## config.mk

```make
export PLATFORM = sky130hd
export DESIGN_NAME = multi_mode_ff_bank
export DESIGN_NICKNAME = d
export VERILOG_FILES = /design/src/rtl/multi_mode_ff_bank.sv
export SDC_FILE = /design/constraint.sdc
export NUM_CORES = 1
export LEC_CHECK = 0
export CAP_MARGIN = 20
export CORE_UTILIZATION = 40
export CTS_CLUSTER_DIAMETER = 40
export DETAILED_ROUTE_END_ITERATION = 8
export GPL_TIMING_DRIVEN = 0
export PLACE_DENSITY_LB_ADDON = 0.25
export SLEW_MARGIN = 10
export SYNTH_ARGS = -nofsm -noshare
export SYNTH_HDL_FRONTEND = slang
export SYNTH_SLANG_ARGS = --single-unit
```

## constraint.sdc

```tcl
create_clock -name clk -period 3.14 [get_ports clk]
set_input_delay 0.471 -clock clk [delete_from_list [all_inputs] [get_ports clk]]
set_output_delay 0.471 -clock clk [all_outputs]
set_load 0.02 [all_outputs]
```

## src/rtl/multi_mode_ff_bank.sv

```systemverilog
// multi_mode_ff_bank: a bank of WIDTH single-bit storage channels that share one
// clock and one runtime-selectable update mode (SR, JK, D, T). The bank adds a
// parallel load, sticky per-channel flags for the forbidden SR input S=R=1, a
// saturating counter of violating cycles, and per-bit change pulses.
// There is no handshake: every input is sampled on each rising clk edge, and
// every output comes straight from a register or its complement.
module multi_mode_ff_bank #(
    parameter int               WIDTH             = 8,
    parameter logic [WIDTH-1:0] RESET_VALUE       = '0,
    parameter int               SR_INVALID_POLICY = 0,
    parameter int               CNT_W             = 8
) (
    input  logic             clk,
    input  logic             reset,
    input  logic             en,
    input  logic [1:0]       mode,
    input  logic [WIDTH-1:0] a,
    input  logic [WIDTH-1:0] b,
    input  logic             load,
    input  logic [WIDTH-1:0] load_data,
    input  logic             clr_err,
    output logic [WIDTH-1:0] q,
    output logic [WIDTH-1:0] qb,
    output logic [WIDTH-1:0] err,
    output logic [CNT_W-1:0] err_cnt,
    output logic [WIDTH-1:0] changed
);

    localparam logic [1:0] MODE_SR = 2'b00;
    localparam logic [1:0] MODE_JK = 2'b01;
    localparam logic [1:0] MODE_D  = 2'b10;
    localparam logic [1:0] MODE_T  = 2'b11;

    localparam logic [CNT_W-1:0] CNT_MAX = '1;
    localparam logic [CNT_W-1:0] CNT_ONE = CNT_W'(1);

    logic [WIDTH-1:0] q_next;
    logic [WIDTH-1:0] viol;
    logic [WIDTH-1:0] set_only;
    logic [WIDTH-1:0] rst_only;
    logic [WIDTH-1:0] both;
    logic [WIDTH-1:0] neither;
    logic             any_viol;

    // Decode each channel's a/b pair once; the SR mode builds its result from these.
    assign set_only = a & ~b;
    assign rst_only = ~a & b;
    assign both     = a & b;
    assign neither  = ~(a | b);
    assign any_viol = |viol;

    // Next-state selection. A load takes priority over the mode-driven update.
    // The S=R=1 case is flagged only when the SR update is actually applied.
    always_comb begin
        q_next = q;
        viol   = '0;
        if (load) begin
            q_next = load_data;
        end else if (en) begin
            case (mode)
                MODE_SR: begin
                    viol = both;
                    if (SR_INVALID_POLICY == 1) begin
                        // S=R=1 forces a one
                        q_next = (q & neither) | set_only | both;
                    end else if (SR_INVALID_POLICY == 2) begin
                        // S=R=1 forces a zero
                        q_next = (q & neither) | set_only;
                    end else begin
                        // S=R=1 holds, like S=R=0
                        q_next = (q & (neither | both)) | set_only;
                    end
                end
                MODE_JK: q_next = (a & ~q) | (~b & q);
                MODE_D:  q_next = a;
                MODE_T:  q_next = q ^ a;
                default: q_next = q;
            endcase
        end
    end

    // Channel state. The change pulse compares the incoming value with the current one.
    // Reset clears the pulse, so returning to RESET_VALUE never raises it.
    always_ff @(posedge clk or posedge reset) begin
        if (reset) begin
            q       <= RESET_VALUE;
            changed <= '0;
        end else begin
            q       <= q_next;
            changed <= q_next ^ q;
        end
    end

    // Sticky per-channel flags. A violation in the same cycle as clr_err
    // leaves that bit set; every other bit clears.
    always_ff @(posedge clk or posedge reset) begin
        if (reset) begin
            err <= '0;
        end else if (clr_err) begin
            err <= viol;
        end else begin
            err <= err | viol;
        end
    end

    // Count cycles that contain at least one violation, not violating bits.
    // The count holds once it reaches its maximum. A clear that coincides
    // with a violation restarts the count at one.
    always_ff @(posedge clk or posedge reset) begin
        if (reset) begin
            err_cnt <= '0;
        end else if (clr_err) begin
            err_cnt <= any_viol ? CNT_ONE : '0;
        end else if (any_viol && (err_cnt != CNT_MAX)) begin
            err_cnt <= err_cnt + CNT_ONE;
        end
    end

    // The complement output is taken from the register, so it never equals q.
    assign qb = ~q;

endmodule

```

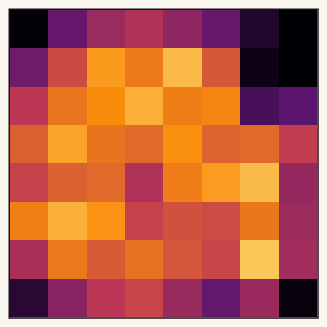
Run 1: cell density map
Drawn at 4 px/µm. The die is cut into 8 by 8 equal tiles; black is low, pale yellow is high, 0 to 100% covered.
emptiest ninth of the die = top right
mean over tiles = 52%
nearly empty tiles = 6.2%
fullest tile = 88%

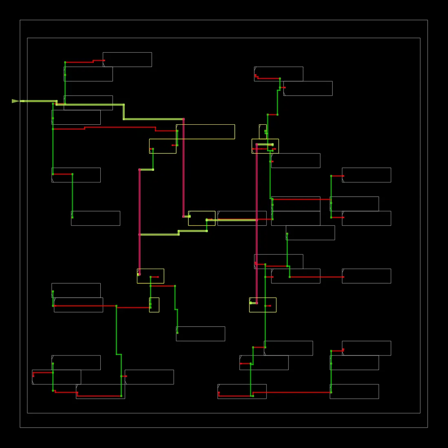
Run 1: clock routing
total CTS buffers: 5
power drawn by the clock network: 392 µW
Clock Skews: 0.000910 ns
clk_buf instances: 6
sink count of the clock tree: 32

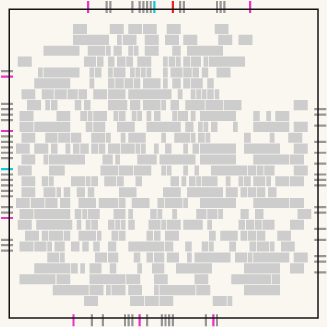
Run 1: ports around the boundary
Drawn at 4 px/µm. Pins as bars across the die edge, other pins in grey.
red -> en  # pins 1, direction input, edge top
cyan -> mode  # pins 2, direction input, edge 1 left, 1 top
magenta -> changed  # pins 8, direction output, edge 3 left, 3 bottom, 2 top

==> ci_impl_report.md, run 1 <==
## PnR job results

| Metric | Value |
|---|---|
| Area of the synthesized netlist per yosys stat | 0.00224 mm² |
| Wire length on met1 | between 2 and 3 mm |
| Wire length on met3 | between 200 and 300 µm |
| Setup crit start | q[7] |
| Vias in the first global route | 2159 |
| Worst Hold Launch | err[2] |
| Final cycle utilization of the critical path | 66.9% |
| Clock transition at path regs | about 0.07 ns |
| Post-synthesis cell type with the largest combined area | sky130_fd_sc_hd__dfrtp_1 |
| Outcome | finished clean |
| Cells along the critical path | clkbuf_1, inv_1, clkdlybuf4s50_1 |
| Placer's final routability congestion estimate | ~0.87 |
| Number of vias per cell | between 5 and 6 |
| Proportion of netlist area held by the largest area contributor | a little over a third |
| Max-cap violation count | 0 |
| Horizontal extent of the die | slightly below 80 µm |
| Number of rows created at floorplan | 26 |
| FF-to-FF Start | q[2] |
| Leakage power summed over all cells | approximately 0.0014 µW |
| Synthesized-area fraction occupied by xor and xnor cells | 4.69% |
| Top area cell types | sky130_fd_sc_hd__dfrtp_1 36%, sky130_fd_sc_hd__ha_1 9.5%, sky130_fd_sc_hd__nand2_1 5.5% |
| Antenna fix cells | 0 |
| Crit start category | register |
| Global-route wire length before repair | 9.79 mm |
| Met2 Wirelength | 2.68 mm |
| Post-synth design cell area | 0.00224 mm² |
| Mean Syn Cell Area | between 8 and 9 µm² |
| Clock tree root buffer cell | sky130_fd_sc_hd__clkbuf_8 |
| Initial antenna violation count | 0 |
| Largest driver fanout on the critical path | 8 |
| Comb area leader | AND-OR/OR-AND gates |
| Maximum level of the CTS H-tree | 2 |
| DR DRC count | 0 |
| Overall global routing resource usage | between 20% and 30% |
| Final count of hold timing violations | 0 |
| Number of top-level pins | between 70 and 80 |
| Flops & latches, synth | 32 |
| DRT iter0 DRCs | about 86 |
| Post-detailed-placement half-perimeter wirelength | 4.22 mm |
| Height of the die | 76.8 µm |
| Clock tree from TritonCTS | done |
| Number of standard cells reported by yosys | about 270 |
| Highest achievable clock rate | 476 MHz |
| Maximum number of pins on one net before global-route repair | 19 |
| Share of cells above drive strength 1 | under 10% |
| Port-buffer cells | 69 |
| Dominant delay contributor by cell family on the critical path | buffers and inverters |
| Count of mapped cells out of synthesis | around 270 |
| Total power per unit cell area | 385 mW/mm² |
| Required time worst endpoint | between 2 and 3 ns |
| GRT met1 Usage | a little over a quarter |
| Worst R2R Path Depth | 5 |
| Antenna violation net count after detailed routing | 0 |
| Final critical path time including I/O delays and setup | ~2.1 ns |
-- run 1: report_power, final --
| part | switching [µW] | leakage, µW | internal (µW) | total, µW |
|---|---|---|---|---|
| Clock | 157 | 0.0000552 | 235 | 392 |
| Combinational | 193 | 0.000900 | 168 | 361 |
| Sequential | 19.8 | 0.000419 | 441 | 461 |
| Total | 370 | 0.00137 | 844 | 1210 |
-- run 1: worst max path at each step --
stage                             to  slack (ns)  cells past startpoint
after floorplan           err_cnt[7]        1.42                      7
after global placement    changed[2]        0.74                      5
after detailed placement  changed[6]        0.71                      5
after CTS                 changed[5]        1.01                      5
after global routing      changed[5]        0.90                      5
final                          qb[7]        1.04                      3
-- run 1: worst register-to-register path, stage by stage (launching register included) --
cell	delay [ns]
sky130_fd_sc_hd__dfrtp_1	0.44
sky130_fd_sc_hd__inv_1	0.14
sky130_fd_sc_hd__a21oi_1	0.08
sky130_fd_sc_hd__o21ai_0	0.27
sky130_fd_sc_hd__nor4_1	0.08
sky130_fd_sc_hd__a211o_1	0.28
-- run 1: stage by stage --
stage	hold slack, ns	setup WS (ns)	cells	utilization, %	instance area (µm²)
3_5_place_dp	0.520	0.713	411	58.1	3050
2_1_floorplan	0.578	1.42	271	-	2240
6_report	0.522	1.04	419	60.2	3150
3_3_place_gp	0.510	0.741	410	57.6	3020
5_1_grt	0.558	0.904	419	60.2	3150
4_1_cts	0.529	1.01	419	60.2	3150
-- run 1: synthesized netlist by cell type --
library cell and n:
sky130_fd_sc_hd__nor4_1 9, sky130_fd_sc_hd__a311oi_1 1, sky130_fd_sc_hd__o221ai_1 8, sky130_fd_sc_hd__xor2_1 12
sky130_fd_sc_hd__nor2b_1 1, sky130_fd_sc_hd__o22ai_1 1, sky130_fd_sc_hd__nand3_1 13, sky130_fd_sc_hd__a31oi_1 5
sky130_fd_sc_hd__a211o_1 6, sky130_fd_sc_hd__buf_1 2, sky130_fd_sc_hd__clkbuf_1 9, sky130_fd_sc_hd__nor3_1 1
sky130_fd_sc_hd__o211ai_1 4, sky130_fd_sc_hd__dfrtp_1 32, sky130_fd_sc_hd__inv_1 25, sky130_fd_sc_hd__or3_1 1
sky130_fd_sc_hd__a21oi_1 24, sky130_fd_sc_hd__and2_1 2, sky130_fd_sc_hd__and2b_1 1, sky130_fd_sc_hd__buf_2 2
sky130_fd_sc_hd__nor4b_4 1, sky130_fd_sc_hd__clkinv_1 1, sky130_fd_sc_hd__buf_6 2, sky130_fd_sc_hd__nand2_1 33
sky130_fd_sc_hd__and3_1 4, sky130_fd_sc_hd__nor2_1 13, sky130_fd_sc_hd__nand2b_1 1, sky130_fd_sc_hd__nand4_1 2
sky130_fd_sc_hd__o21ai_1 2, sky130_fd_sc_hd__ha_1 17, sky130_fd_sc_hd__a21boi_2 1, sky130_fd_sc_hd__mux2i_1 3
sky130_fd_sc_hd__o21ai_0 24, sky130_fd_sc_hd__nor3b_1 7, sky130_fd_sc_hd__nand3b_1 1
-- run 1: layout make-up --
class,count,area (µm²)
plain buffers,15,73.8
repair buffers,70,718
clock inverters,2,35.0
fillers,487,2080
inverters,26,97.6
flip-flops and latches,32,801
well taps,70,87.6
multi-input cells,198,1270
clock buffers,6,72.6
==> inputs of run 2 (changes only) <==
Clock period 3.14 ns to 2.08 ns, I/O delays scaled along.
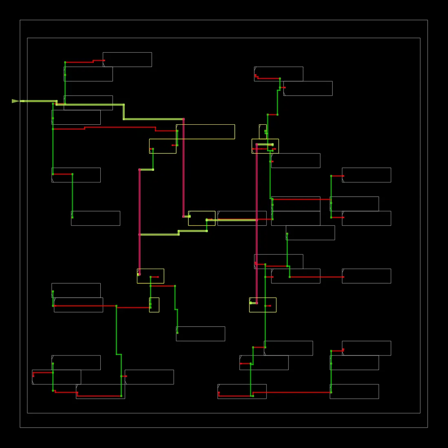
Run 2: clock routing
power drawn by the clock network: 592 µW
clock latency reported for the late side of the worst-skew pair: 0.29 ns
flip-flops: 32

==> run 2 against run 1 <==
  * Critical path depth unchanged
  * Global-route usage is the same
  * Sequential cell count is the same
  * Hold slack lost 0.13 ns
  * Combinational power up 51%
  * Sequential power increased by 51%
  * Power rose by 51%
  * Clock skew did not move
  * Count of clock-buffer cells in the layout is the same
  * Utilization stayed put
  * Setup slack lost 0.90 ns
  * Non-clock buffer count unchanged
  * Largest cell class unchanged
==> ci_impl_report.md, run 2 <==
## PnR job results

| Metric | Value |
|---|---|
| Final critical path time including I/O delays and setup | slightly below 2 ns |
| DR DRC count | 0 (unchanged) |
| Number of top-level pins | 71 (unchanged) |
| Height of the die | 76.8 µm (unchanged) |
| Port-buffer cells | 69 (unchanged) |
| Flops & latches, synth | 32 (unchanged) |
| Sink count of the clock tree | 32 (unchanged) |
| Most common cell in the synthesized netlist | sky130_fd_sc_hd__nand2_1 |
| Overall global routing resource usage | 20.6% (unchanged) |
| Global-route wire length before repair | 9.79 mm (unchanged) |
| Setup slack at placement | -0.188 ns (-0.901 ns) |
| Final cell utilization of the core | 60.2% (unchanged) |
| Outcome | finished clean |
| Share of flip-flops with an asynchronous set or reset after synthesis | 100% (unchanged) |
| Post-synth design cell area | 0.00224 mm² (unchanged) |
| Number of rows created at floorplan | 26 (unchanged) |
| Count of mapped cells out of synthesis | 271 (unchanged) |
| Relative contribution of combinational cells to total power | 29.7% (about the same) |
| Post-detailed-placement half-perimeter wirelength | 4.22 mm (unchanged) |
| Filler cells | 487 (unchanged) |
| Top cells by count | 33 x sky130_fd_sc_hd__nand2_1, 32 x sky130_fd_sc_hd__dfrtp_1, 25 x sky130_fd_sc_hd__inv_1, 24 x sky130_fd_sc_hd__a21oi_1, 24 x sky130_fd_sc_hd__o21ai_0 |
| Dominant Register Cell | sky130_fd_sc_hd__dfrtp_1 |
| Share of cells above drive strength 1 | 4.01% (unchanged) |
| Clock Skews | 0.000910 ns (unchanged) |
| Crit start category | register |
| Number of vias per cell | 5.35 (unchanged) |
| Clock tree root buffer cell | sky130_fd_sc_hd__clkbuf_8 |
| Required time worst endpoint | 1.77 ns (-0.90 ns) |
| DRT iter0 DRCs | 86 (unchanged) |
| Leakage power summed over all cells | 0.00137 µW (unchanged) |
| Total power per unit cell area | 581 mW/mm² (+51%) |
| Maximum number of pins on one net before global-route repair | 19 (unchanged) |
| Final count of hold timing violations | 0 (unchanged) |
| Highest achievable clock rate | roughly 500 MHz |
| Number of standard cells reported by yosys | 271 (unchanged) |
| Mean Syn Cell Area | 8.26 µm² (unchanged) |
| Maximum level of the CTS H-tree | 2 (unchanged) |
## run 2: cell counts after synthesis
Identical to the previous run, type by type.
## run 2: per-layer routing
layer / track usage (%) / routed length (µm) / vias to the layer above
li1: - / - / 1106
met1: 27.1 / 2720 / 1051
met2: 33.8 / 2680 / 71
met3: 3.45 / 278 / 12
met4: 7.88 / 96 / 0
met5: 0 / 0 / -
## run 2: worst paths after layout
kind / startpoint / end / cells past startpoint
max in group asynchronous: reset / q[7] / 3
worst max register to register: q[2] / changed[2] / 5
worst min-delay path: mode[0] / err[5] / 4
min in group asynchronous: reset / changed[5] / 2
worst min register to register: err[2] / err[2] / 2
worst max-delay path: q[7] / qb[7] / 3
## run 2: final cells by class
cell class | instances | area, µm² | share of cell area (%)
Clock inverter | 2 | 35.0 | 1.11
Buffer | 15 | 73.8 | 2.34
Clock buffer | 6 | 72.6 | 2.30
Sequential cell | 32 | 801 | 25.4
Inverter | 26 | 97.6 | 3.10
Multi-Input combinational cell | 198 | 1270 | 40.2
Tap cell | 70 | 87.6 | 2.78
Timing Repair Buffer | 70 | 718 | 22.8
## run 2: power groups by stage
stage	sequential, µW	clock, µW	combinational [µW]
after floorplan	761	0	231
after global placement	707	0	528
after detailed placement	706	0	541
after CTS	696	600	546
after global routing	702	634	594
final	695	592	545
## run 2: metrics by stage
step                area [µm²]  hold slack, ns  total power, µW  cells  TNS [ns]
floorplan                 2240           0.419              991    271         0
global placement          3020           0.510             1230    410     -1.42
detailed placement        3050           0.520             1250    411     -1.88
CTS                       3150           0.390             1840    419         0
global route              3150           0.417             1930    419         0
finish                    3150           0.391             1830    419         0
## run 2: cells by family (layout without fill, tap and decap cells)
family,after synthesis,after routing,share of synthesized area (%)
adder cells (fa/ha/maj),17,17,9.50
multiplexers,3,3,1.34
AND-OR/OR-AND,76,76,20.6
flip-flops,32,32,35.8
AND/OR/NAND/NOR,90,90,20.5
buffers and inverters,41,119,7.65
XOR/XNOR,12,12,4.69
## run 2: critical path: stages, from the launching register on
cell and delay (ns):
sky130_fd_sc_hd__dfrtp_1 0.38, sky130_fd_sc_hd__clkbuf_1 0.19, sky130_fd_sc_hd__inv_1 0.15, sky130_fd_sc_hd__clkdlybuf4s50_1 0.62
Run 2, ports around the boundary:
Drawn at 4 px/µm. Pins as bars across the die edge, other pins in grey.
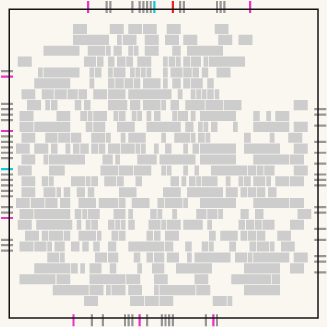

==> inputs of run 3 (changes only) <==
Settings changed: DONT_BUFFER_PORTS set to 1, PLACE_DENSITY set to 0.53, PLACE_DENSITY_LB_ADDON 0.25 to not set.
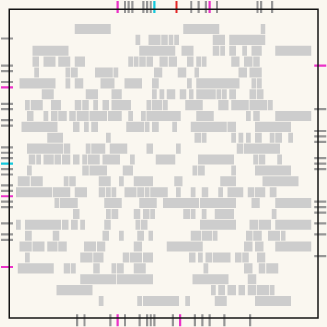
Run 3: ports around the boundary
Drawn at 4 px/µm. Pins as bars across the die edge, other pins in grey.
magenta -> changed  # pins 8, direction output, edge 3 left, 2 top, 2 bottom, 1 right
cyan -> mode  # pins 2, direction input, edge 1 left, 1 top
red -> en  # pins 1, direction input, edge top

==> run 3 against run 2 <==
  * First-iteration DRC count is 7.0% higher
  * Global-route usage hardly changed
  * Critical path depth is 2 higher
  * Setup slack better by 0.28 ns
  * Non-clock buffer count is 70 lower
  * Routed wire length is 2.0% lower
  * Fmax is 17% higher
  * Count of clock-buffer cells in the layout is 1 lower
  * Synthesized cell count stayed put
  * Combinational power is 48% lower
  * Sequential share of layout area is 7.4 points higher
==> ci_impl_report.md, run 3 <==
## PnR job results

| Metric | Value |
|---|---|
| Dominant delay contributor by cell family on the critical path | AND-OR/OR-AND gates |
| Outcome | finished clean |
| Number of rows created at floorplan | 26 (unchanged) |
| Placed instance count | 341 (-17%) |
| Leakage power summed over all cells | 0.00110 µW (-20%) |
| Maximum level of the CTS H-tree | 2 (unchanged) |
| Final cell utilization of the core | 46.6% (-14 points) |
| Total power per unit cell area | 681 mW/mm² (+17%) |
| Post-Layout Cell Count | 349 (-17%) |
| Share of flip-flops with an asynchronous set or reset after synthesis | 100% (unchanged) |
| Share of cells above drive strength 1 | 5.38% (+1.4 points) |
| Number of cells upsized or downsized after cts | 0 |
| Total iterations of the first detailed-routing run | 4 |
| Worst hold slack | 0.00692 ns (-0.384 ns) |
| Nature of the critical path endpoint | register |
| Sequential fraction of the synthesis area | a little over a third |
| Number of buffers and inverters on the critical path | 1 (-2) |
| Vias in the first global route | just under 2k |
| Post-route cell area | 0.00244 mm² (-23%) |
| Maximum number of pins on one net before global-route repair | 33 (+14) |
| Highest achievable clock rate | 603 MHz (+17%) |
| Final TNS setup | 0 ns (unchanged) |
| Final count of hold timing violations | 0 (unchanged) |
| Crit start category | register |
| Global-route wire length before repair | 9.63 mm (-1.6%) |
| Clock latency reported for the late side of the worst-skew pair | 0.29 ns (about the same) |
| Flops & latches, synth | 32 (unchanged) |
| Overall global routing resource usage | 20.7% (+0.045 points) |
| Number of top-level pins | 71 (unchanged) |
| Most common cell in the synthesized netlist | sky130_fd_sc_hd__nand2_1 |
| DRT iter0 DRCs | 92 (+7.0%) |
| Clock tree root buffer cell | sky130_fd_sc_hd__clkbuf_8 |
| Sink count of the clock tree | 32 (unchanged) |
| Number of standard cells reported by yosys | 271 (unchanged) |
| Cells along the critical path | inv_1, a21oi_1, o21ai_0, nor4_1, a211o_1 |
| Post-synth design cell area | 0.00224 mm² (unchanged) |
| Maximum vdd drop | between 200 and 250 µV |
| Mean Syn Cell Area | 8.26 µm² (unchanged) |
| Post-detailed-placement half-perimeter wirelength | 4.09 mm (-3.1%) |
| Count of mapped cells out of synthesis | 271 (unchanged) |
| Setup repair after global routing missed its margin | false |
| Relative contribution of combinational cells to total power | 17.2% (-13 points) |
| Clock Skews | 0.00195 ns (+0.00104 ns) |
| Dominant Register Cell | sky130_fd_sc_hd__dfrtp_1 |
| DR DRC count | 0 (unchanged) |
| Height of the die | 76.8 µm (unchanged) |
| Port-buffer cells | 0 (-100%) |
| Post-Place Cell Area | 0.00233 mm² (-24%) |
| Final critical path time including I/O delays and setup | 1.66 ns (-0.281 ns) |
| Critical path's slowest cell | sky130_fd_sc_hd__dfrtp_1 |
| Top cells by count | 33 x sky130_fd_sc_hd__nand2_1, 32 x sky130_fd_sc_hd__dfrtp_1, 25 x sky130_fd_sc_hd__inv_1, 24 x sky130_fd_sc_hd__a21oi_1, 24 x sky130_fd_sc_hd__o21ai_0 |
| Required time worst endpoint | 2.25 ns (+0.48 ns) |
run 3: path summary, 6_finish.rpt:
check	cells past startpoint	slack, ns	endpoint	start
hold reg to reg	2	0.63	err[1]	err[1]
max in group asynchronous	1	1.62	q[0]	reset
hold / removal	1	0.007	changed[5]	reset
min in group clk	1	0.12	err[4]	clr_err
setup reg to reg	5	0.42	changed[1]	q[1]
setup / recovery	5	0.42	changed[1]	q[1]
run 3: logic make-up after synthesis:
| kind of cell | Yosys count | synth area share, % |
|---|---|---|
| simple gates | 90 | 20.5 |
| mux | 3 | 1.34 |
| fa+ha+maj | 17 | 9.50 |
| xor+xnor | 12 | 4.69 |
| flops | 32 | 35.8 |
| compound gates | 76 | 20.6 |
| buf+inv | 41 | 7.65 |
run 3: layout make-up:
class	count	area [µm²]
clock buffer	5	68.8
clock inverter	3	42.5
tap	70	87.6
fill	547	2800
buffer	15	73.8
sequential	32	801
inverter	26	97.6
multi-input combinational	198	1270
run 3: power by group through the flow:
stage	clock network [µW]	logic (µW)	registers, µW
after floorplan	0	231	761
after global placement	0	283	769
after detailed placement	0	286	768
after CTS	636	287	757
after global routing	663	327	762
final	619	286	756
run 3: layer usage:
layer	track usage, %	routed length, µm	vias to the layer above
li1	-	-	968
met1	26.6	2610	896
met2	32.2	2560	63
met3	7.50	437	7
met4	6.15	55	0
met5	0	0	-
run 3: stage by stage:
step | setup WS [ns] | total power [µW]
2_1_floorplan | 0.515 | 991
3_3_place_gp | 0.352 | 1050
3_5_place_dp | 0.324 | 1050
4_1_cts | 0.412 | 1680
5_1_grt | 0.290 | 1750
6_report | 0.421 | 1660

==> gallery <==
Cells coloured by class.
Drawn at 4 px/µm.
picture 1
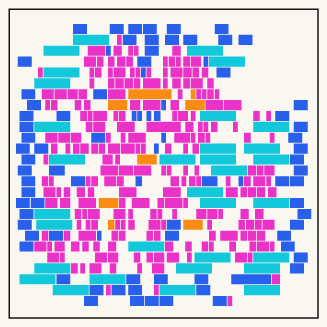
picture 2
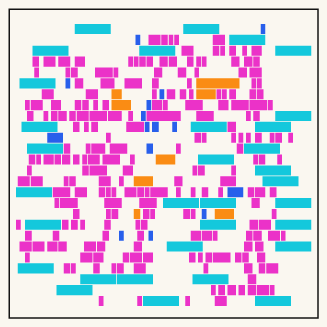
- picture 2 = run 3
- picture 1 = run 1
The one with the highest utilization is picture 1.
The one with the most cells is picture 1.

Key to picture 2:
blue -> remaining buffers and delay cells  # cells 15, share of their area 3.1%
cyan -> sequential cells  # cells 32, share of their area 34%
orange -> clock drivers and dummy loads  # cells 8, share of their area 4.7%
magenta -> remaining logic cells  # cells 224, share of their area 58%

Power figures rest on the tool's default switching activity, not on a simulated workload.
